==> images/wires.png <==
Two of the layers only.
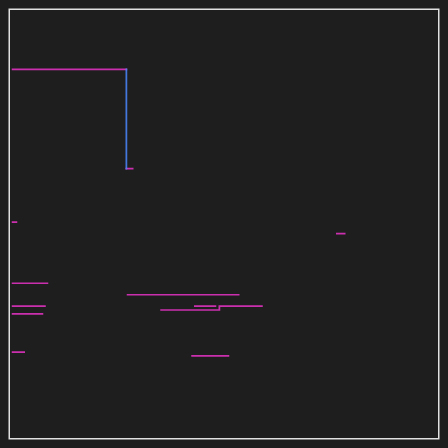
==> images/sizes.png <==
The bar under the picture is 20 um long.
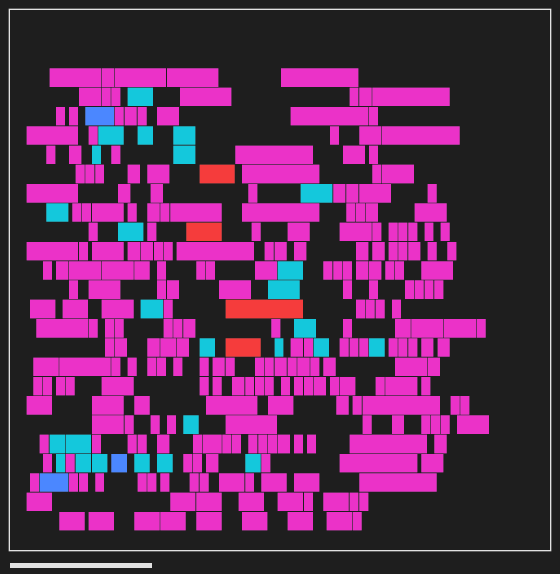
==> images/layer_met1.png <==
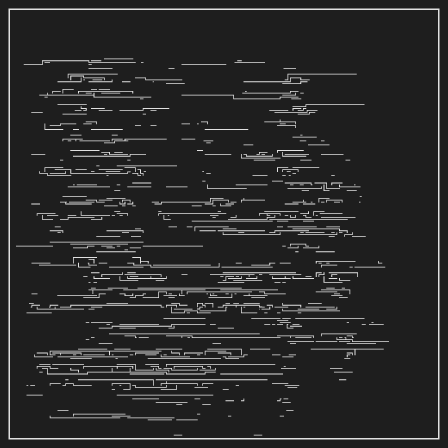
==> images/layer_met2.png <==
Cells faint in the background.
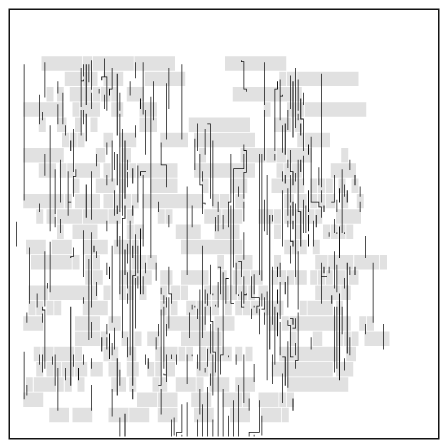
<file path="src/rtl/light_package.sv">
// Shared light, phase and scheduler types for the intersection controllers.
// colors is unchanged from traffic_light_controller so lights stay compatible.
package light_package;

  typedef enum logic [1:0] {
    RED = 2'b00,
    YEL = 2'b01,
    GRN = 2'b10
  } colors;

  typedef enum logic [1:0] {
    NONE,
    EW_LEFT,
    EW_STR,
    NS
  } phase_t;

  typedef enum logic [1:0] {
    IDLE,
    GREEN,
    YELLOW,
    ALLRED
  } sched_state_t;

  localparam int NPH = 3;

  function automatic phase_t ph_of(input int i);
    case (i)
      0:       return EW_LEFT;
      1:       return EW_STR;
      default: return NS;
    endcase
  endfunction

endpackage

</file>
<file path="src/rtl/phase_age_arbiter.sv">
// Per-phase wait counters and oldest-waiter selection.
// Ties resolve toward the lower index: EW_LEFT, then EW_STR, then NS.
module phase_age_arbiter
  import light_package::*;
#(
  parameter int AGE_W = 4
) (
  input  logic           clk,
  input  logic           reset,
  input  logic [NPH-1:0] req,
  input  phase_t         grant,
  input  phase_t         green,
  output phase_t         winner
);

  logic [AGE_W-1:0] age_q [NPH];
  logic [AGE_W-1:0] best;

  always_ff @(posedge clk) begin
    if (reset) begin
      for (int i = 0; i < NPH; i++)
        age_q[i] <= '0;
    end else begin
      for (int i = 0; i < NPH; i++) begin
        if (grant == ph_of(i))
          age_q[i] <= '0;
        else if (req[i] && green != ph_of(i)
                 && age_q[i] != '1)
          age_q[i] <= age_q[i] + 1'b1;
      end
    end
  end

  always_comb begin
    winner = NONE;
    best   = '0;
    for (int i = 0; i < NPH; i++) begin
      if (req[i] && (winner == NONE || age_q[i] > best)) begin
        winner = ph_of(i);
        best   = age_q[i];
      end
    end
  end

endmodule

</file>
<file path="src/rtl/intersection_phase_scheduler.sv">
// Three-phase intersection sequencer with aging arbitration and preemption.
// Lights are decoded from registered state only.
module intersection_phase_scheduler
  import light_package::*;
#(
  parameter int MIN_GREEN  = 3,
  parameter int MAX_GREEN  = 5,
  parameter int YELLOW_CYC = 2,
  parameter int ALLRED_CYC = 1,
  parameter int AGE_W      = 4
) (
  input  logic   clk,
  input  logic   reset,
  input  logic   e_left_sensor,
  input  logic   w_left_sensor,
  input  logic   e_straight_sensor,
  input  logic   w_straight_sensor,
  input  logic   ns_sensor,
  input  logic   emergency,
  input  phase_t emergency_phase,
  output colors  e_left_light,
  output colors  w_left_light,
  output colors  e_str_light,
  output colors  w_str_light,
  output colors  ns_light,
  output phase_t active_phase,
  output logic   busy
);

  localparam int CW = 8;
  localparam logic [CW-1:0] MIN_C = CW'(MIN_GREEN - 1);
  localparam logic [CW-1:0] MAX_C = CW'(MAX_GREEN - 1);
  localparam logic [CW-1:0] YEL_C = CW'(YELLOW_CYC - 1);
  localparam logic [CW-1:0] AR_C  = CW'(ALLRED_CYC - 1);

  sched_state_t   state_q, state_d;
  phase_t         phase_q, phase_d;
  phase_t         grant, winner, green_ph;
  logic [CW-1:0]  cnt_q, cnt_d;
  logic [NPH-1:0] req;
  logic           em, em_hold, own_req, other_req;
  colors          lt_c;

  assign req = {ns_sensor,
                e_straight_sensor | w_straight_sensor,
                e_left_sensor | w_left_sensor};
  assign em  = emergency && (emergency_phase != NONE);
  assign green_ph = (state_q == GREEN) ? phase_q : NONE;

  phase_age_arbiter #(.AGE_W(AGE_W)) u_arb (
    .clk    (clk),
    .reset  (reset),
    .req    (req),
    .grant  (grant),
    .green  (green_ph),
    .winner (winner)
  );

  always_comb begin
    own_req   = 1'b0;
    other_req = 1'b0;
    unique case (phase_q)
      EW_LEFT: begin
        own_req   = req[0];
        other_req = req[1] | req[2];
      end
      EW_STR: begin
        own_req   = req[1];
        other_req = req[0] | req[2];
      end
      NS: begin
        own_req   = req[2];
        other_req = req[0] | req[1];
      end
      default: ;
    endcase
  end

  always_ff @(posedge clk) begin
    if (reset) begin
      state_q <= IDLE;
      phase_q <= NONE;
      cnt_q   <= '0;
    end else begin
      state_q <= state_d;
      phase_q <= phase_d;
      cnt_q   <= cnt_d;
    end
  end

  // Counter saturates so a long held green never wraps below the limits.
  always_comb begin
    state_d = state_q;
    phase_d = phase_q;
    grant   = NONE;
    cnt_d   = (cnt_q == '1) ? cnt_q : cnt_q + 1'b1;
    em_hold = em && (emergency_phase == phase_q);
    unique case (state_q)
      IDLE: begin
        grant = em ? emergency_phase : winner;
        cnt_d = '0;
        if (grant != NONE) begin
          state_d = GREEN;
          phase_d = grant;
        end
      end
      GREEN: begin
        if ((em && !em_hold) ||
            (!em_hold && cnt_q >= MIN_C && !own_req) ||
            (!em_hold && cnt_q >= MAX_C && other_req)) begin
          state_d = YELLOW;
          cnt_d   = '0;
        end
      end
      YELLOW: begin
        if (cnt_q == YEL_C) begin
          state_d = ALLRED;
          phase_d = NONE;
          cnt_d   = '0;
        end
      end
      ALLRED: begin
        if (cnt_q == AR_C) begin
          state_d = IDLE;
          cnt_d   = '0;
        end
      end
      default: begin
        state_d = IDLE;
        phase_d = NONE;
        cnt_d   = '0;
      end
    endcase
  end

  always_comb begin
    lt_c = RED;
    unique case (1'b1)
      state_q == GREEN:  lt_c = GRN;
      state_q == YELLOW: lt_c = YEL;
      default:           lt_c = RED;
    endcase
  end

  assign e_left_light = (phase_q == EW_LEFT) ? lt_c : RED;
  assign w_left_light = (phase_q == EW_LEFT) ? lt_c : RED;
  assign e_str_light  = (phase_q == EW_STR)  ? lt_c : RED;
  assign w_str_light  = (phase_q == EW_STR)  ? lt_c : RED;
  assign ns_light     = (phase_q == NS)      ? lt_c : RED;

  assign busy = (state_q == GREEN) || (state_q == YELLOW);
  assign active_phase = busy ? phase_q : NONE;

endmodule
</file>
<file path="config.mk">
export PLATFORM = sky130hd
export DESIGN_NAME = intersection_phase_scheduler
export DESIGN_NICKNAME = d
export VERILOG_FILES = /design/src/rtl/light_package.sv /design/src/rtl/phase_age_arbiter.sv /design/src/rtl/intersection_phase_scheduler.sv
export SDC_FILE = /design/constraint.sdc
export NUM_CORES = 1
export LEC_CHECK = 0
export ABC_AREA = 1
export CORE_MARGIN = 2
export CORE_UTILIZATION = 39
export DETAILED_ROUTE_END_ITERATION = 12
export PLACE_DENSITY_LB_ADDON = 0.3
export RECOVER_POWER = 50
export SLEW_MARGIN = 20
export SYNTH_ARGS = -nofsm -noshare
export SYNTH_HDL_FRONTEND = slang
export SYNTH_HIERARCHICAL = 1
export SYNTH_SLANG_ARGS = --single-unit
</file>
<file path="constraint.sdc">
create_clock -name clk -period 7.5 [get_ports clk]
set_clock_uncertainty 0.15 [all_clocks]
set_input_delay 0.75 -clock clk [delete_from_list [all_inputs] [get_ports clk]]
set_output_delay 0.75 -clock clk [all_outputs]
set_load 0.02 [all_outputs]
</file>
==> reports/qor.csv <==
stage,metric,value,unit
synthesis,edf_count,12,
synthesis,synthTopCellsByArea,"edfxtp_1 (18%), ha_1 (12%), dfxtp_1 (12%)",
layout,layout_top_cell,nand2_1,
synthesis,synth_cell_type_count,30,
cts,cts_buffer_depth,2,
placement,postPlaceCellArea,2290,sq um
synthesis,ys.flops,24,
timing,slew_viol_final,0,
pwr,p_comb,0.434,mW
worst_setup_path,startpoint_type,primary input,
timing,setup_viol,0,
layout,regMostFlops,u_arb/age_q,
layout,seq_cells,24,
layout,diodes,0,
layout,nNetsFinal,333,
timing,tightest_slew,422,ps
timing,maxSlewHeadroom,71.8,%
floorplan,tapCellCount,70,
floorplan,num_io_pins,23,
worst_setup_path,critPathMostFrequentCell,nand2_1,
layout,nNonClkBuffers,22,
cts,insertion_delay,260,ps
floorplan,die-area,5800,sq um
worst_setup_path,critPathArrivalTime,4460,ps
flow_run,maxCapViolCount,0,
pwr,power-top-group,combinational logic,
synthesis,yosys_area,2030,sq um
outcome,outcome,"complete, no violations",
flow_run,warnings,33,
global_routing,grt.overflow.total,0,
synthesis,syn-num-nets,312,
pwr,p_sw_share,45.7,%
layout,most-common-layout-cells,"nand2_1 (64), inv_1 (46), nor2_1 (37)",
layout,layout.area.comb,1160,sq um
layout,area_delta_synth_final,14.6,%
cts,cts.clk_slew.worst_paths,80,ps
timing,timing.fmax,216,MHz
cts,cts_tree,done,
layout,clkbuf_count,3,
drt,via_per_inst,4.60,
global_routing,grt_max_degree,15,
worst_setup_path,slowest_stage,dlygate4sd3_1,
synthesis,simple_gate_share,35.4,%
layout,final_cell_count_no_fill,372,
worst_setup_path,end_kind,register,
synthesis,fa_ha_area_share,12.3,%
pwr,ir_drop,194,uV
Notes on wires.png above:
| colour | layer | wire length |
|---|---|---|
| magenta | metal 3 | 91.3 um |
| blue | metal 4 | 17.7 um |

Notes on sizes.png above:
| colour | size | cells | share |
|---|---|---|---|
| magenta | _0 and _1 cells | 269 | 89% |
| cyan | _2 cells | 26 | 8.6% |
| blue | _3 and _4 cells | 3 | 0.99% |
| red | _6 and larger | 4 | 1.3% |

Notes on layer_met1.png above:
wire length on this layer: 2,000 um
main direction: horizontal

Notes on layer_met2.png above:
share of all routed wire: 47%
main direction: vertical

worst paths after layout:
kind	start	endpoint	slack (ps)	cells past startpoint
min reg2reg	cnt_q[0]$_SDFF_PP0_	cnt_q[0]$_SDFF_PP0_	370	2
max reg2reg	u_arb/age_q[0][2]$_SDFFCE_PN0P_	u_arb/age_q[1][2]$_SDFFCE_PN0P_	3740	24
min	cnt_q[0]$_SDFF_PP0_	cnt_q[0]$_SDFF_PP0_	370	2
max	e_left_sensor	u_arb/age_q[1][2]$_SDFFCE_PN0P_	2870	26
per-layer routing:
layer / vias up / part of all wire, % / track usage, %
met5: - / 0 / 0
li1: 930 / - / -
met3: 2 / 2.3 / 1.42
met1: 760 / 50 / 19.6
met4: 0 / 0.43 / 3.27
met2: 18 / 47 / 24.0
Power is estimated from default activity; no workload was simulated.
